**src/rtl/components_pkg.sv**
```systemverilog
// rtl/components_pkg.sv - shared types and width helpers for the AVST stream components
package components_pkg;

  typedef enum logic [1:0] {
    IDLE = 2'd0,
    FWD  = 2'd1,
    DROP = 2'd2
  } demux_state_e;

  // Bits needed to index n items; never less than 1 so a 2-entry select still has a bit.
  function automatic int get_width(input int n);
    return (n <= 2) ? 1 : $clog2(n);
  endfunction

  function automatic int get_empty_width(input int data_width);
    return (get_width(data_width) > 3) ? get_width(data_width) - 3 : 1;
  endfunction

  // Returns {exactly_one_bit_set, index_of_highest_set_bit}.
  function automatic logic [4:0] onehot_to_idx(input logic [15:0] vec);
    logic [3:0] idx;
    logic [4:0] cnt;
    idx = '0;
    cnt = '0;
    for (int i = 0; i < 16; i++) begin
      if (vec[i]) begin
        idx = 4'(i);
        cnt = cnt + 5'd1;
      end
    end
    return {(cnt == 5'd1), idx};
  endfunction

endpackage

```
**src/rtl/avst_skid_buffer.sv**
```systemverilog
// rtl/avst_skid_buffer.sv - 2-entry skid buffer with registered outputs
module avst_skid_buffer #(
  parameter int WIDTH = 8
) (
  input  logic             clk,
  input  logic             rst_n,
  input  logic             in_tvalid,
  output logic             in_tready,
  input  logic [WIDTH-1:0] in_tdata,
  output logic             out_tvalid,
  input  logic             out_tready,
  output logic [WIDTH-1:0] out_tdata
);

  logic             skid_valid;
  logic [WIDTH-1:0] skid_data;
  logic             push;
  logic             pop;

  // The skid entry only fills while the output entry is stalled, so it doubles as the full flag.
  assign in_tready = ~skid_valid;
  assign push      = in_tvalid & ~skid_valid;
  assign pop       = out_tvalid & out_tready;

  always_ff @(posedge clk or negedge rst_n) begin
    if (!rst_n) begin
      out_tvalid <= 1'b0;
      out_tdata  <= '0;
      skid_valid <= 1'b0;
      skid_data  <= '0;
    end else if (!out_tvalid || pop) begin
      if (skid_valid) begin
        out_tvalid <= 1'b1;
        out_tdata  <= skid_data;
        skid_valid <= 1'b0;
      end else begin
        out_tvalid <= push;
        if (push) out_tdata <= in_tdata;
      end
    end else if (push) begin
      skid_valid <= 1'b1;
      skid_data  <= in_tdata;
    end
  end

endmodule

```
**src/rtl/packet_demux.sv**
```systemverilog
// rtl/packet_demux.sv - routes channel-tagged AVST packets to per-port skid-buffered outputs
module packet_demux
  import components_pkg::*;
#(
  parameter int NUM_PORTS        = 4,
  parameter int AVST_DATA_WIDTH  = 64,
  parameter int USER_DATA_WIDTH  = 64,
  parameter int AVST_ERROR_WIDTH = 1,
  parameter int BIT_POSITION     = 0,
  parameter int CNT_WIDTH        = 32,
  localparam int CH_W    = (BIT_POSITION != 0) ? NUM_PORTS : get_width(NUM_PORTS),
  localparam int EMPTY_W = get_empty_width(AVST_DATA_WIDTH)
) (
  input  logic                        clk,
  input  logic                        rst_n,
  output logic                        i_avst_ready,
  input  logic                        i_avst_valid,
  input  logic                        i_avst_startofpacket,
  input  logic                        i_avst_endofpacket,
  input  logic [CH_W-1:0]             i_avst_channel,
  input  logic [AVST_ERROR_WIDTH-1:0] i_avst_error,
  input  logic [EMPTY_W-1:0]          i_avst_empty,
  input  logic [AVST_DATA_WIDTH-1:0]  i_avst_data,
  input  logic [USER_DATA_WIDTH-1:0]  i_avst_user_data,
  input  logic [NUM_PORTS-1:0]        o_avst_ready,
  output logic [NUM_PORTS-1:0]        o_avst_valid,
  output logic [NUM_PORTS-1:0]        o_avst_startofpacket,
  output logic [NUM_PORTS-1:0]        o_avst_endofpacket,
  output logic [AVST_ERROR_WIDTH-1:0] o_avst_error     [NUM_PORTS],
  output logic [EMPTY_W-1:0]          o_avst_empty     [NUM_PORTS],
  output logic [AVST_DATA_WIDTH-1:0]  o_avst_data      [NUM_PORTS],
  output logic [USER_DATA_WIDTH-1:0]  o_avst_user_data [NUM_PORTS],
  output logic [CNT_WIDTH-1:0]        o_drop_bad_ch_cnt,
  output logic [CNT_WIDTH-1:0]        o_drop_no_sop_cnt
);

  localparam int PAY_W = 2 + AVST_ERROR_WIDTH + EMPTY_W + AVST_DATA_WIDTH + USER_DATA_WIDTH;

  demux_state_e         state;
  logic [3:0]           lock_idx;
  logic                 run;
  logic [CNT_WIDTH-1:0] bad_ch_cnt;
  logic [CNT_WIDTH-1:0] no_sop_cnt;

  logic [15:0]          ch_ext;
  logic [4:0]           oh_dec;
  logic                 ch_ok;
  logic [3:0]           ch_idx;
  logic [3:0]           tgt_idx;
  logic                 tgt_rdy;
  logic                 fwd_sel;
  logic                 accept;
  logic [NUM_PORTS-1:0] skid_rdy;
  logic [NUM_PORTS-1:0] wr_en;
  logic [PAY_W-1:0]     in_pay;

  always_comb begin
    ch_ext               = '0;
    ch_ext[CH_W-1:0]     = i_avst_channel;
    oh_dec               = onehot_to_idx(ch_ext);
    if (BIT_POSITION != 0) begin
      ch_ok  = oh_dec[4];
      ch_idx = oh_dec[3:0];
    end else begin
      ch_ok  = (ch_ext < 16'(NUM_PORTS));
      ch_idx = ch_ext[3:0];
    end
  end

  // Only a routable SOP in IDLE or any beat in FWD waits on a port; everything else is drained.
  always_comb begin
    tgt_idx = (state == FWD) ? lock_idx : ch_idx;
    tgt_rdy = 1'b0;
    for (int p = 0; p < NUM_PORTS; p++) begin
      if (tgt_idx == 4'(p)) tgt_rdy = skid_rdy[p];
    end
    fwd_sel      = (state == FWD) || ((state == IDLE) && i_avst_startofpacket && ch_ok);
    i_avst_ready = run && (fwd_sel ? tgt_rdy : 1'b1);
    accept       = i_avst_valid && i_avst_ready;
    for (int p = 0; p < NUM_PORTS; p++) begin
      wr_en[p] = accept && fwd_sel && (tgt_idx == 4'(p));
    end
  end

  always_ff @(posedge clk or negedge rst_n) begin
    if (!rst_n) begin
      state      <= IDLE;
      lock_idx   <= '0;
      run        <= 1'b0;
      bad_ch_cnt <= '0;
      no_sop_cnt <= '0;
    end else begin
      run <= 1'b1;
      if (accept) begin
        unique case (state)
          IDLE: begin
            if (i_avst_startofpacket) begin
              if (ch_ok) begin
                lock_idx <= ch_idx;
                if (!i_avst_endofpacket) state <= FWD;
              end else begin
                if (bad_ch_cnt != '1) bad_ch_cnt <= bad_ch_cnt + CNT_WIDTH'(1);
                if (!i_avst_endofpacket) state <= DROP;
              end
            end else if (no_sop_cnt != '1) begin
              no_sop_cnt <= no_sop_cnt + CNT_WIDTH'(1);
            end
          end
          FWD, DROP: begin
            if (i_avst_endofpacket) state <= IDLE;
          end
          default: state <= IDLE;
        endcase
      end
    end
  end

  assign o_drop_bad_ch_cnt = bad_ch_cnt;
  assign o_drop_no_sop_cnt = no_sop_cnt;

  assign in_pay = {i_avst_startofpacket, i_avst_endofpacket, i_avst_error,
                   i_avst_empty, i_avst_data, i_avst_user_data};

  for (genvar p = 0; p < NUM_PORTS; p++) begin : g_port
    logic [PAY_W-1:0] out_pay;

    avst_skid_buffer #(
      .WIDTH (PAY_W)
    ) u_skid (
      .clk        (clk),
      .rst_n      (rst_n),
      .in_tvalid  (wr_en[p]),
      .in_tready  (skid_rdy[p]),
      .in_tdata   (in_pay),
      .out_tvalid (o_avst_valid[p]),
      .out_tready (o_avst_ready[p]),
      .out_tdata  (out_pay)
    );

    assign {o_avst_startofpacket[p], o_avst_endofpacket[p], o_avst_error[p],
            o_avst_empty[p], o_avst_data[p], o_avst_user_data[p]} = out_pay;
  end

endmodule

```
**config.mk**
```make
export PLATFORM = sky130hd
export DESIGN_NAME = packet_demux
export DESIGN_NICKNAME = d
export VERILOG_FILES = /design/src/rtl/components_pkg.sv /design/src/rtl/avst_skid_buffer.sv /design/src/rtl/packet_demux.sv
export SDC_FILE = /design/constraint.sdc
export NUM_CORES = 2
export LEC_CHECK = 0
export CAP_MARGIN = 15
export CORE_ASPECT_RATIO = 2
export CORE_MARGIN = 5
export CORE_UTILIZATION = 49
export DETAILED_ROUTE_END_ITERATION = 12
export PLACE_DENSITY = 0.83
export SETUP_SLACK_MARGIN = 0.4
export SLEW_MARGIN = 20
export SYNTH_ARGS = -nofsm -noshare
export SYNTH_HDL_FRONTEND = slang
export SYNTH_SLANG_ARGS = --single-unit
export TNS_END_PERCENT = 100
```
**constraint.sdc**
```tcl
create_clock -name clk -period 2.1 [get_ports clk]
set_input_delay 0.42 -clock clk [delete_from_list [all_inputs] [get_ports clk]]
set_output_delay 0.42 -clock clk [all_outputs]
set_load 0.005 [all_outputs]
```
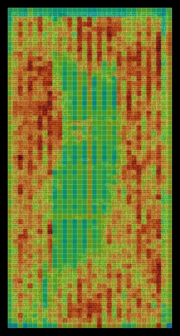
(images/final_congestion.png)
met3 layer usage reported by global route: 0.0774
per-cell routed wire length: 25.9 um

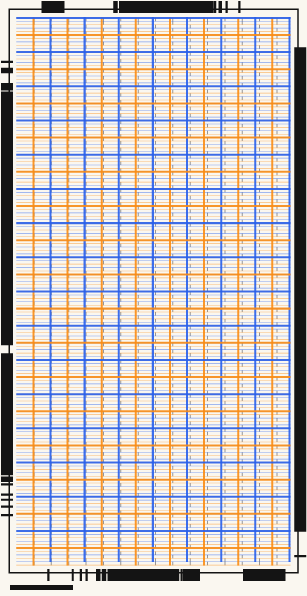
(images/pdn.png)
Bar = 50 um. Pins as bars on the die edge. Tap cells in gray.
net	color
VDD	blue
VSS	orange
rows	160
tap cells	1215
signal pins	748
IR drop worst, VDD: 0.950 mV
Die Wd: 228 um
die height: 447 um
core area: 94900 sq um

==> results_dict.tcl <==
# implementation run metrics
set metrics [dict create \
    status "finished with violations" \
    violations "negative setup slack" \
    rsz0062_at_grt "true" \
    cap_violations 0 \
    seq-cell-share 0.453 \
    regToRegEndpoint "g_port[0].u_skid.out_tdata[69]" \
    ff_type "dfrtp_1" \
    ys_seq_frac 0.597 \
    dpl.hpwl_um 96900 \
    pin_count 748 \
    dr_wl_met3_um 12700 \
    largestClassByArea "flip-flops and latches" \
    max_freq_ghz 0.369 \
    layout_setup_ws_ps -612 \
    cts.repair.resized 36 \
    worst-r2r-cell-count 10 \
    worstSetupStartpoint "state[0]" \
    synth-compound-area-share 0.0606 \
    skew_ps 22.7 \
    grtUsageMet2 0.486 \
    sequentialPower_mw 32.0 \
    comb_area_frac 0.300 \
    clockBufferCount 134 \
    logic_family "multiplexers" \
    lay_top_cells "1112 x dfrtp_1, 713 x clkdlybuf4s50_1, 551 x nand2_1" \
    drive_above_1_share 0.213 \
    comb_power_mw 21.5 \
    first_global_vias 35600 \
    final_hold_viol_count 0 \
    gp_congestion 0.889 \
    met2_length_um 74700 \
    power_frac_clock 0.265 \
    largest_area_cell "dfrtp_1" \
    synthSimpleGateAreaFrac 0.0570 \
    powerDensity_nw_per_um2 1180 \
    synth-xor-area-share 0.00562 \
    crit_arrival_ps 2290 \
    syn_area_sq_um 46800 \
    row_count 160 \
    seq_cells 1116 \
    ys_sh_mux 0.246 \
    drc 0 \
    postCtsSetupBuffers 13 \
    worstHoldPathType "input pin to asynchronous set/reset pin" \
    edf_count 0 \
    leakage_nw 28.5 \
    final_nets 4632 \
    clkTransAtPathRegs_ps 70 \
    maxPowerGroup "registers" \
    critPathSlowestCell "mux4_2" \
    dpl_cell_area_sq_um 57300 \
    dieArea_sq_um 102000 \
    signal_buffers 943 \
    drt_iter0_markers 2206 \
    grt_max_degree 112 \
    syn2layout_area_growth_pct 32.0 \
    async_flop_share 1.00 \
    clockBufferDepth 3 \
    top_layer "met5" \
    crit_buf_inv 1 \
    crit_type "flop to output port" \
    port-buffer-count 715 \
    fin_crit_ps 2710 \
    drtAntennaViolNets 0 \
    avgSynthCellArea_sq_um 12.7 \
    inv_count 0 \
    cp-end-kind "output port" \
    top_cells_by_area "dfrtp_1 60%, mux2i_1 11%, mux2_2 7.2%" \
    final-nonclk-buf-share 0.168 \
    combGateArea_sq_um 18500 \
    grtUsageMet1 0.336 \
    first_pass_iters 5 \
    seq_area_sq_um 27900 \
    fin_crit_sh 1.29 \
    dp.cells 5563 \
    sw_frac_of_total 0.294 \
    path_cells "mux2i_4 > mux4_2 > o21ai_2 > and2_4 > buf_6" \
    cp-endpoint "i_avst_ready" \
    wl_met1_um 55200 \
    final_common_cell "dfrtp_1" \
    cts_hold_repair.buffers 1 \
    nFillCells 6594 \
    antenna_found_initial 3 \
    root_buffer "clkbuf_16" \
    diodes 3 \
    place_ws_ps -745 \
    switching_power_mw 21.5 \
    setup_viol 1096 \
    htreeDepth 3 \
    path_max_fanout 2 \
    netlist_instances 3690 \
    synth_top_area_share 0.597 \
    overflow 0 \
    p_seq_frac 0.439 \
    slew_violations 0 \
    cp.depth 5 \
    slew_headroom 0.327 \
    tritoncts "built" \
    warnings 33 \
    worstReg2RegStart "state[0]" \
    synth_cell_type_count 45 \
    top_cells_by_count "1116 x dfrtp_1, 553 x nand2_1, 536 x mux2i_1" \
    cp.required_ps 1680 \
    fa_ha_area_frac 0.000268 \
    grt_use_total 0.284 \
    yosys.cell_count.top_type "dfrtp_1" \
    fin_cells 5781 \
    tap_cells 1215 \
    postLayoutCellArea_sq_um 61700 \
    ys_area_sq_um 46800 \
    fin_util 0.651 \
    grt_pass1_wl_um 224000 \
    tightest_slew_ps 1010 \
    clk_latency_ps 690 \
    clock-sinks 1116 \
    yosys-stat-cells 3690 \
    intPower_mw 51.4 \
    p_total_mw 72.9 \
    finalSetupTns_ps -208240 \
]
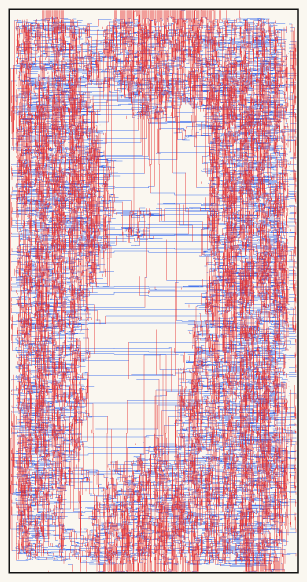
(images/metal_stack.png)
Two of the layers only.
layer	color	wire length
met2	red	74.7 mm
met1	blue	55.2 mm
Vias: 33.6k
total wire length: 150000 um

Power is estimated from default activity; no workload was simulated.
